Design glyph_scroller, sky130hd; sources not shown.
Run 1, supply network:
Bar = 50 um. Pins as bars on the die edge. Tap cells in grey.
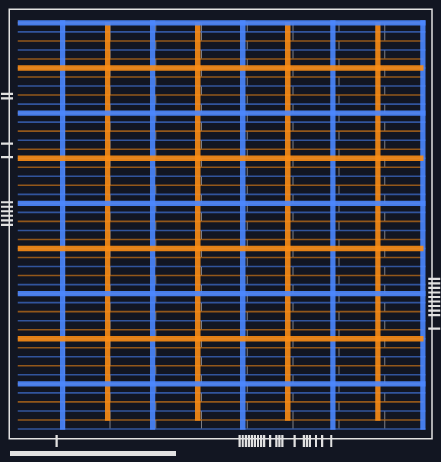
| net | colour |
|---|---|
| VDD | orange |
| VSS | blue |
met4 straps: 9
met5 straps: 9
tap cells: 188
Max IR drop VDD: 0.506 mV
Die X: 127 um

Run 1, cell classes on the final placement:
Bar = 50 um.
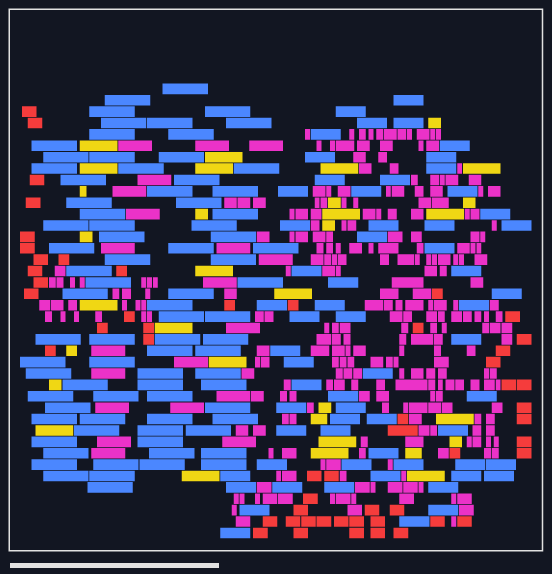
| class | colour | cells |
|---|---|---|
| clock drivers and dummy loads | yellow | 32 |
| other buffers and delay cells | red | 54 |
| flops | blue | 142 |
| combinational and other logic | magenta | 285 |
Core Rows: 45
fin util: 47.7%
core area: 15,000 um^2

Run 1, clock network drawn from the DEF:
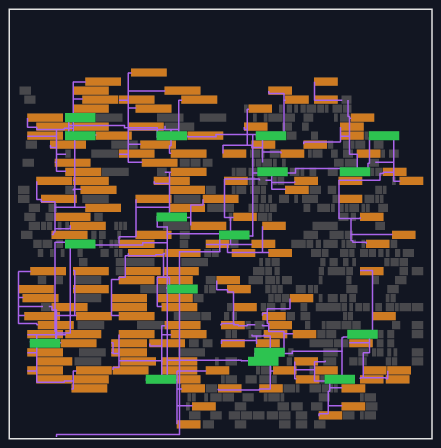
[clock wires] purple | length: 1,630 um
[clock drivers] green | count: 17
[flip-flops] orange | count: 142
routed clock nets: 18
flops lie: widely spread
Clock power frac: 48.0%
clk pwr: 0.00231 W
clock skew: 0.00531 ns
Late-Pin Clk Latency: 0.42 ns

==> impl_metrics.csv, run 1 <==
group,metric,value,unit
run_status,status,"completed",
finish,regArea,3640,um^2
place,port_buffers,40,
yosys,synthesis.nets,465,
critical_path,cp_num_buf_inv,1,
cts,cts_hold_buf,0,
cts,cts_sinks,142,
cts,cts_buffers,17,
power_and_ir_drop,leakage,2.28,nW
flow_run,cap_viol_max_count,0,
finish,drive_gt1_share,14.6,%
yosys,ys_warn_count,0,
finish,area_delta_synth_final,21.9,%
finish,layout_top_cells,"edfxtp_1 (80), dfxtp_1 (62), nor2_1 (45)",
sta,final-setup-viol-count,0,
global_route,grt_pass1_wl,18.2,mm
finish,antenna_cells,0,
critical_path,slowest_delay,0.67,ns
yosys,ys_seq_share,62.2,%
global_route,globalRouteOverflowTotal,0,
yosys,edf_count,80,
sta,fin_ws,0.343,ns
route,first_pass_iters,4,
floorplanning,chipArea,16400,um^2
place,place_ws,0.173,ns
route,routed_via_density,5.22,
critical_path,cpLargestDelayFamily,"simple AND/OR/NAND/NOR gates",
finish,fin_nets,527,
yosys,yosysUniqueCellTypes,44,
cts,post-cts-setup-buffers,0,
yosys,synthTopCellsByArea,"edfxtp_1 (41%), dfxtp_1 (21%), mux4_2 (7.7%)",
place,dp_hpwl,7.77,mm
critical_path,cp_num_cells,6,
route,num_vias,3656,
yosys,synth_cells,438,
yosys,yosysChipArea,5860,um^2
cts,clk_path_buf_depth,2,
critical_path,path_cells,"or4b_2 > or4_4 > nor4_4 > buf_12 > mux2i_1 > nand2_1",
run 1: cell type report:
type	count	area share, %
Clock buffer	19	6.66
Clock inverter	13	1.59
Timing Repair Buffer	54	7.25
Sequential cell	142	51.0
Inverter	9	0.473
Tap cell	188	3.29
Multi-Input combinational cell	276	29.7
run 1: per-stage QoR:
stage | area (um^2) | utilization (%) | cells
final | 7140 | 47.7 | 701
after global routing | 7140 | 47.7 | 701
after CTS | 7140 | 47.7 | 701
after detailed placement | 6550 | 43.8 | 669
after global placement | 6550 | 43.8 | 669
after floorplan | 5860 | - | 438
run 1: where the power goes:
group	internal [W]	switching (W)
Clock	0.00134	0.000966
Combinational	0.0000583	0.0000756
Sequential	0.00236	0.0000114
run 1: routing by layer:
metal / global-route usage (%) / part of all wire (%)
met5: 0 / 0
met4: 5.75 / 2.1
met3: 5.65 / 3.9
met2: 23.6 / 48
met1: 18.1 / 46
run 1: logic make-up (layout without fill, tap and decap cells):
logic type	after synthesis	in the layout	synth area share, %
buffers and inverters	20	95	1.58
AOI/OAI and AO/OA	38	38	4.57
and+or+nand+nor	167	167	15.5
DFF	142	142	62.2
muxes	36	36	10.4
xor gates and xnor gates	27	27	4.04
adders and majority gates	8	8	1.71
==> inputs of run 2 (changes only) <==
--- a/config.mk
+++ b/config.mk
@@ -5,7 +5,7 @@
 export SDC_FILE = /design/constraint.sdc
 export NUM_CORES = 1
 export LEC_CHECK = 0
-export ABC_CLOCK_PERIOD_IN_PS = 2650
+export ABC_CLOCK_PERIOD_IN_PS = 2880
 export CAP_MARGIN = 40
 export CORE_AREA = 2 2 125 127
 export DETAILED_ROUTE_END_ITERATION = 10
==> constraint.sdc (replaced) <==
create_clock -name clk -period 2.88 [get_ports clk]
set_input_delay 0.576 -clock clk [delete_from_list [all_inputs] [get_ports clk]]
set_output_delay 0.576 -clock clk [all_outputs]
set_load 0.01 [all_outputs]
Run 2, cell classes on the final placement:
Bar = 50 um.
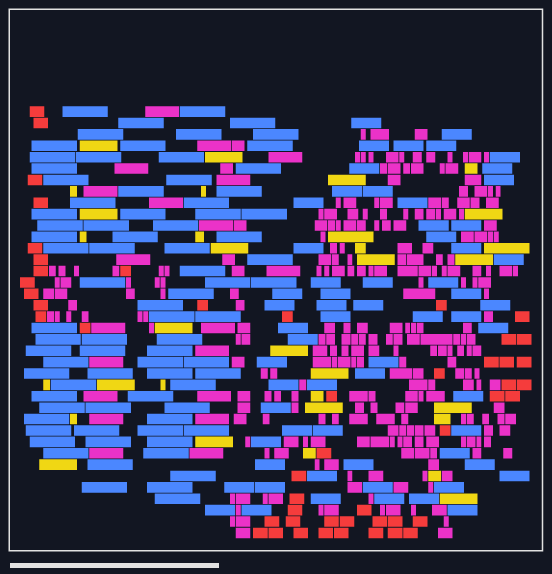
| class | colour | cells |
|---|---|---|
| clock drivers and dummy loads | yellow | 32 |
| combinational and other logic | magenta | 285 |
| flops | blue | 142 |
| other buffers and delay cells | red | 49 |
fin area: 7080 um^2
sequential share of cell area: 51.5%
fin util: 47.2%

Run 2, clock network drawn from the DEF:
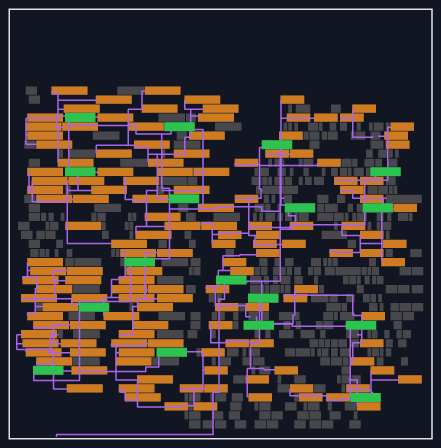
[clock drivers] green | count: 17
[flip-flops] orange | count: 142
[clock wires] purple | length: 1,720 um
flops lie: widely spread
clk pwr: 0.00212 W
Clock power frac: 47.9%

==> run 2 against run 1 <==
Clock power down 8%. Synthesized cell count stayed put. Critical path depth stayed put. Area after synthesis unchanged. Non-clock buffer count shrank 5. Sequential power shrank 8%. Sequential share of layout area is 0.48 points higher. Via count is 2.4% lower. Largest power group unchanged.
==> impl_metrics.csv, run 2 <==
group,metric,value,unit
yosys,yosysChipArea,5860,um^2
yosys,synthTopCellsByArea,"edfxtp_1 (41%), dfxtp_1 (21%), mux4_2 (7.7%)",
place,dp_cells,664,
floorplanning,rows,45,
finish,area_delta_synth_final,20.8,%
place,dp_hpwl,7.64,mm
yosys,synth_cells,438,
floorplanning,chipArea,16400,um^2
yosys,yosysUniqueCellTypes,44,
cts,cts_hold_buf,0,
yosys,synthesis.nets,465,
finish,finalNonFillerCells,696,
cts,clk_latency,0.43,ns
finish,antenna_cells,0,
place,port_buffers,40,
cts,cts_buffers,17,
yosys,ys_seq_share,62.2,%
flow_run,cap_viol_max_count,0,
global_route,globalRouteOverflowTotal,0,
route,first_pass_iters,4,
floorplanning,die_w,127,um
finish,fin_nets,522,
run_status,status,"completed",
finish,drive_gt1_share,13.4,%
finish,layout_top_cells,"edfxtp_1 (80), dfxtp_1 (62), nor2_1 (45)",
yosys,edf_count,80,
cts,cts_sinks,142,
cts,clk_path_buf_depth,2,
sta,final-setup-viol-count,0,
power_and_ir_drop,leakage,2.25,nW
[run 2: metrics by stage]
stage	hold WS [ns]	area [um^2]
floorplan	0.426	5860
global placement	0.439	6500
finish	0.476	7080
CTS	0.477	7080
global route	0.505	7080
detailed placement	0.462	6500
[run 2: cell families (layout without fill, tap and decap cells)]
logic type,Yosys count,after routing,synth area share (%)
buffers and inverters,20,90,1.58
AND/OR/NAND/NOR,167,167,15.5
XOR/XNOR,27,27,4.04
multiplexers,36,36,10.4
adder cells (fa/ha/maj),8,8,1.71
flip-flops,142,142,62.2
AND-OR/OR-AND,38,38,4.57
[run 2: report_power, final]
part	total, W	switching, W	leakage (nW)	internal (W)
combinational	0.000121	0.0000687	0.740	0.0000526
sequential	0.00218	0.0000111	1.22	0.00217
clock	0.00212	0.000841	0.283	0.00128
[run 2: area by class of cell]
| type | count | area share [%] |
|---|---|---|
| Tap cell | 188 | 3.32 |
| Sequential cell | 142 | 51.5 |
| Multi-Input combinational cell | 276 | 30.0 |
| Clock buffer | 19 | 6.12 |
| Clock inverter | 13 | 1.98 |
| Inverter | 9 | 0.477 |
| Timing Repair Buffer | 49 | 6.61 |
[run 2: routing by layer]
metal	global-route usage [%]	wire length, um
met1	18.6	5190
met2	22.6	5300
met3	4.24	439
met4	6.59	169
met5	0	0
[run 2: worst max-delay path: stages (launching register included)]
cell and delay [ns]:
dfxtp_1 0.34, or4_4 0.58, or4_4 0.55, nor4_4 0.14
buf_4 0.34, mux2i_1 0.24, nand2_1 0.07
Power figures rest on the tool's default switching activity, not on a simulated workload.
